`src/rtl/obc_shift_accumulator_if.sv`:
```
// Handshake/data bundle between the OBC coefficient ROM pair, this
// shift-accumulate stage and the consumer of the partial-product sums.
interface obc_shift_accumulator_if #(
  parameter int DATA_W = 32,
  parameter int NBITS  = 16
);
  localparam int ACC_W = DATA_W + NBITS + 1;

  logic              start;
  logic [DATA_W-1:0] offset_in;
  logic              in_valid;
  logic              in_ready;
  logic [DATA_W-1:0] rom0;
  logic [DATA_W-1:0] rom1;
  logic              out_valid;
  logic              out_ready;
  logic [ACC_W-1:0]  result;
  logic              busy;

  modport master (
    output start, offset_in, in_valid, rom0, rom1, out_ready,
    input  in_ready, out_valid, result, busy
  );

  modport slave (
    input  start, offset_in, in_valid, rom0, rom1, out_ready,
    output in_ready, out_valid, result, busy
  );
endinterface

```
`src/rtl/obc_shift_accumulator.sv`:
```
// Bit-serial shift-accumulate stage of the OBC DA DFT datapath. The offset
// preloads the accumulator, each bit-plane's ROM word pair is added at weight
// 2^plane, and the top (sign) plane is subtracted. One signed sum per NBITS
// accepted planes, held in DONE until the consumer takes it.
module obc_shift_accumulator #(
  parameter int DATA_W = 32,
  parameter int NBITS  = 16
) (
  input  logic                   clk,
  input  logic                   rst,
  obc_shift_accumulator_if.slave bus
);
  localparam int ACC_W = DATA_W + NBITS + 1;
  localparam int CNT_W = (NBITS > 1) ? $clog2(NBITS) : 1;
  localparam logic [CNT_W-1:0] LAST = CNT_W'(NBITS - 1);

  typedef enum logic [1:0] {IDLE, ACCUM, DONE} state_t;

  state_t            state, state_nxt;
  logic [ACC_W-1:0]  acc, acc_nxt, result_q;
  logic [CNT_W-1:0]  cnt;
  logic              beat, last;
  logic [DATA_W:0]   term;
  logic [ACC_W-1:0]  term_ext, addend;

  assign beat = bus.in_valid && (state == ACCUM);
  assign last = (cnt == LAST);

  // Plane term: word pair summed one bit wider so it cannot wrap, then
  // weighted by 2^cnt; the sign plane carries negative weight.
  always_comb begin
    term     = {bus.rom0[DATA_W-1], bus.rom0} + {bus.rom1[DATA_W-1], bus.rom1};
    term_ext = {{(ACC_W-DATA_W-1){term[DATA_W]}}, term};
    addend   = term_ext << cnt;
    acc_nxt  = last ? (acc - addend) : (acc + addend);
  end

  // State register.
  always_ff @(posedge clk or posedge rst) begin
    if (rst) state <= IDLE;
    else     state <= state_nxt;
  end

  // Next-state decode; start only matters in IDLE, no abort path.
  always_comb begin
    state_nxt = state;
    case (state)
      IDLE:    if (bus.start)    state_nxt = ACCUM;
      ACCUM:   if (beat && last) state_nxt = DONE;
      DONE:    if (bus.out_ready) state_nxt = IDLE;
      default: state_nxt = IDLE;
    endcase
  end

  // Accumulator, plane counter and result register; result only updates on
  // the sign-plane beat so it stays stable through DONE and the next run.
  always_ff @(posedge clk or posedge rst) begin
    if (rst) begin
      acc      <= '0;
      cnt      <= '0;
      result_q <= '0;
    end else if (state == IDLE && bus.start) begin
      acc <= {{(ACC_W-DATA_W){bus.offset_in[DATA_W-1]}}, bus.offset_in};
      cnt <= '0;
    end else if (beat) begin
      acc <= acc_nxt;
      if (last) result_q <= acc_nxt;
      else      cnt      <= cnt + CNT_W'(1);
    end
  end

  // Outputs decoded from registered state only.
  always_comb begin
    bus.in_ready  = 1'b0;
    bus.out_valid = 1'b0;
    bus.busy      = 1'b0;
    case (state)
      ACCUM: begin
        bus.in_ready = 1'b1;
        bus.busy     = 1'b1;
      end
      DONE: begin
        bus.out_valid = 1'b1;
        bus.busy      = 1'b1;
      end
      default: ;
    endcase
  end

  assign bus.result = result_q;
endmodule

```
`src/flat_wrapper.sv`:
```
// flat-port wrapper written by rule: the top's interface ports become plain ports
module obc_shift_accumulator_flat 
#(
  parameter int DATA_W = 32,
  parameter int NBITS  = 16
)
  (clk, rst, bus_start, bus_offset_in, bus_in_valid, bus_rom0, bus_rom1, bus_out_ready, bus_in_ready, bus_out_valid, bus_result, bus_busy);
  obc_shift_accumulator_if #(.DATA_W(DATA_W), .NBITS(NBITS)) bus_i ();
  input  logic clk;
  input  logic rst;
  input wire logic [$bits(bus_i.start)-1:0] bus_start;
  input wire logic [$bits(bus_i.offset_in)-1:0] bus_offset_in;
  input wire logic [$bits(bus_i.in_valid)-1:0] bus_in_valid;
  input wire logic [$bits(bus_i.rom0)-1:0] bus_rom0;
  input wire logic [$bits(bus_i.rom1)-1:0] bus_rom1;
  input wire logic [$bits(bus_i.out_ready)-1:0] bus_out_ready;
  output wire logic [$bits(bus_i.in_ready)-1:0] bus_in_ready;
  output wire logic [$bits(bus_i.out_valid)-1:0] bus_out_valid;
  output wire logic [$bits(bus_i.result)-1:0] bus_result;
  output wire logic [$bits(bus_i.busy)-1:0] bus_busy;
  assign bus_i.start = bus_start;
  assign bus_i.offset_in = bus_offset_in;
  assign bus_i.in_valid = bus_in_valid;
  assign bus_i.rom0 = bus_rom0;
  assign bus_i.rom1 = bus_rom1;
  assign bus_i.out_ready = bus_out_ready;
  assign bus_in_ready = bus_i.in_ready;
  assign bus_out_valid = bus_i.out_valid;
  assign bus_result = bus_i.result;
  assign bus_busy = bus_i.busy;
  obc_shift_accumulator #(.DATA_W(DATA_W), .NBITS(NBITS)) u_core (.clk(clk), .rst(rst), .bus(bus_i));
endmodule
```
`config.mk`:
```
export PLATFORM = sky130hd
export DESIGN_NAME = obc_shift_accumulator_flat
export DESIGN_NICKNAME = d
export VERILOG_FILES = /design/src/rtl/obc_shift_accumulator_if.sv /design/src/rtl/obc_shift_accumulator.sv /design/src/flat_wrapper.sv
export SDC_FILE = /design/constraint.sdc
export NUM_CORES = 1
export LEC_CHECK = 0
export CAP_MARGIN = 20
export CELL_PAD_IN_SITES_DETAIL_PLACEMENT = 1
export CELL_PAD_IN_SITES_GLOBAL_PLACEMENT = 2
export CORE_MARGIN = 2
export CORE_UTILIZATION = 30
export DETAILED_ROUTE_END_ITERATION = 16
export DONT_BUFFER_PORTS = 1
export MAX_ROUTING_LAYER = met4
export PLACE_DENSITY = 0.77
export RECOVER_POWER = 25
export SLEW_MARGIN = 20
export SYNTH_ARGS = -nofsm -noshare
export SYNTH_HDL_FRONTEND = slang
export SYNTH_SLANG_ARGS = --single-unit
```
`constraint.sdc`:
```
create_clock -name clk -period 8.2 [get_ports clk]
set_input_delay 1.64 -clock clk [delete_from_list [all_inputs] [get_ports clk]]
set_output_delay 1.64 -clock clk [all_outputs]
set_load 0.02 [all_outputs]
```
==> images/layer_met1.png <==
Bar = 50 um. Supply wires on this layer in grey.
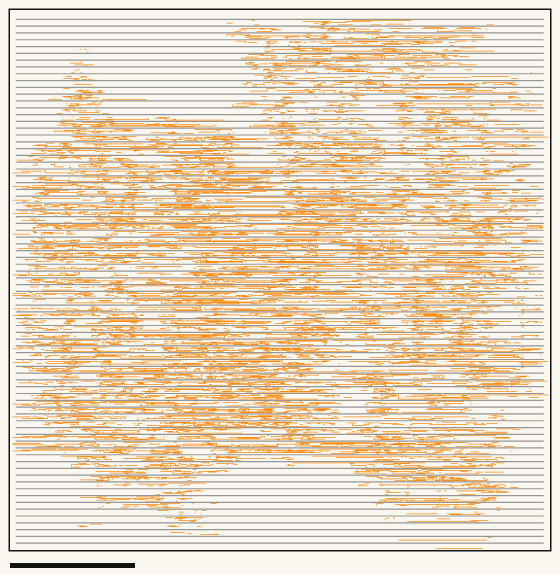
nets with wire on the layer: 2,072
longest straight run: 53.8 um

==> images/layer_met2.png <==
Bar = 50 um.
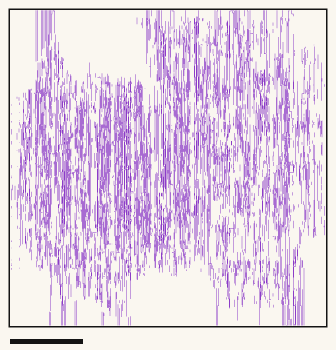
share of all routed wire: 50%
longest straight run: 82.6 um
main direction: vertical
nets with wire on the layer: 1,948
wire length on this layer: 28.2 mm

==> images/layer_met3.png <==
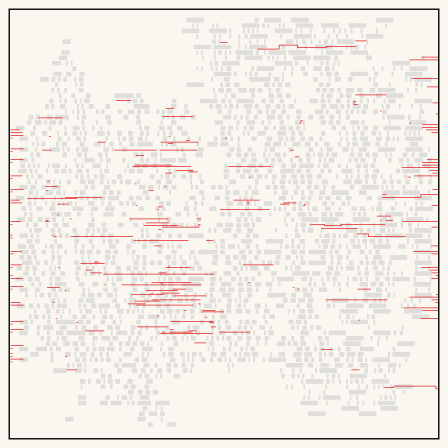
wire length on this layer: 1,560 um
share of all routed wire: 2.8%
nets with wire on the layer: 156

==> impl_metrics.ini <==
; implementation run metrics
[sta]
slew_violations = 47
layout_worst_path_cycle_share_pct = 95.4
setup_ws_ns = 0.380
hold_ws_ns = 0.529
finalCriticalPeriod_ns = 7.82

[global_route]
grt_max_degree = 60
grt.met3_usage_pct = 1.73
met2_usage_pct = 42.9
use_met1_pct = 31.2

[yosys]
synthArstFlopShare_pct = 100
yosysSeqAreaShare_pct = 19.3
netlist_area_sq_um = 13500
ys_warn_count = 0
fp_nets = 2026
ys_types = 109
syn-instance-count = 1837

[run_status]
violations = max-capacitance violations, max-slew violations
outcome = finished with violations

[place]
dp.cells = 2588
globalplace.congestion = 0.915
post-place-ws_ns = -0.426
placed_area_sq_um = 15800

[worst_setup_path]
r2r_cells = 29
end_kind = register
path_max_fanout = 5
crit_required_ns = 8.50
rrSetupSlack_ns = 1.38

[cts]
clockRootBuffer = clkbuf_16
cts.sinks = 104
clk_pin_slew_ns = 0.08

[route]
top_layer = met4
final_antenna_net_count = 0
wl_met2_mm = 28.2
wl_per_cell_um = 21.7

[power_and_ir_drop]
power.switching_w = 0.00317
p_clk_w = 0.000471
intPower_w = 0.00302
p_clk_share_pct = 7.6

[worst_hold_path]
hold_start = u_core.state[1]

[cells_and_area]
area_delta_synth_final_pct = 20.5
regArea_sq_um = 2600
fin_cells = 2605
final_core_util_pct = 36.7
insertedDiodeCount = 0
drive_gt1_share_pct = 19.4

[run]
cap_violations = 1
openroad.warnings = 29

[floorplanning]
io_pins = 153
## critical path: cells and delay by family
family	cells	cell delay, ns
AND-OR/OR-AND	17	3.28
XOR/XNOR	3	0.62
adder cells (fa/ha/maj)	2	0.63
buffers and inverters	3	0.35
multiplexers	2	0.85
AND/OR/NAND/NOR	4	0.75
## cells by family (layout without fill, tap and decap cells)
logic type / count (synthesis) / count (layout) / share of synthesized area [%]
xor+xnor: 101 / 101 / 6.71
mux: 31 / 31 / 2.84
compound gates: 623 / 623 / 32.6
fa+ha+maj: 88 / 88 / 8.29
simple gates: 749 / 749 / 25.9
buf+inv: 141 / 317 / 4.37
flops: 104 / 104 / 19.3
## state kept, by name, summed over array words and instances, names as in the netlist
name	count
u_core.acc	49
u_core.bus.result	49
u_core.cnt	4
u_core.state	2
## stage by stage
step | total power (W) | setup TNS (ns)
2_1_floorplan | 0.00372 | 0
3_3_place_gp | 0.00551 | -1.76
3_5_place_dp | 0.00563 | -5.01
4_1_cts | 0.00614 | 0
5_1_grt | 0.00671 | -0.0327
6_report | 0.00619 | 0
## cell usage after synthesis (15+ instances only)
master / count / share of area, %
o21a_1: 21 / 1.2
nor2_1: 156 / 4.3
buf_2: 23 / 0.85
nand2b_1: 18 / 0.84
a31oi_1: 56 / 2.6
nand4_1: 21 / 0.98
nand3_1: 55 / 2.0
xor2_1: 39 / 2.5
o21ai_1: 15 / 0.56
dfrtp_1: 104 / 19
inv_1: 35 / 0.98
o21ai_0: 100 / 3.7
a21oi_1: 137 / 5.1
ha_1: 86 / 8.0
and2_1: 19 / 0.88
o211ai_1: 22 / 1.2
and3_1: 16 / 0.74
nor3_1: 44 / 1.6
mux2i_1: 18 / 1.3
a21o_1: 45 / 2.5
nand2_1: 332 / 9.3
xnor2_1: 61 / 4.0
clkbuf_1: 68 / 1.9
a211oi_1: 19 / 1.1
## cell usage in the layout, fill, tap and decap left out, types with 8 or more instances in the layout
master,n
dfrtp_1,103
nor2b_1,12
o21ai_0,97
nand2b_1,18
o21a_1,21
a21o_1,45
a211oi_1,19
and2_1,18
o21bai_1,14
nand3_1,55
o211ai_1,22
nor3_1,40
a211o_1,14
nor2_1,155
o21ai_1,17
mux2_2,8
xnor2_1,60
a21oi_1,137
inv_1,34
ha_1,86
xor2_1,38
o22ai_1,14
and3_1,16
a31oi_1,55
nand2_1,329
buf_4,264
o221ai_1,10
mux2i_1,17
o2111ai_1,8
or3_1,13
clkbuf_16,9
o31ai_1,12
nand4_1,21
## final cells by class
| cell class | instances | share of cell area (%) |
|---|---|---|
| multi-input combinational | 1592 | 64.4 |
| sequential | 104 | 16.0 |
| timing repair buffer | 265 | 12.2 |
| tap | 592 | 4.56 |
| clock buffer | 9 | 1.39 |
| inverter | 36 | 0.840 |
| clock inverter | 7 | 0.517 |
## worst max-delay path by stage
stage / depth (start not counted) / from / end
global placement: 32 / bus_rom1[0] / u_core.acc[46]
floorplan: 29 / bus_rom1[0] / u_core.acc[46]
finish: 31 / bus_rom1[1] / u_core.acc[46]
detailed placement: 33 / bus_rom1[0] / u_core.acc[46]
CTS: 32 / bus_rom1[0] / u_core.acc[46]
global route: 35 / bus_rom1[0] / u_core.acc[47]
Power and IR drop assume default switching activity.
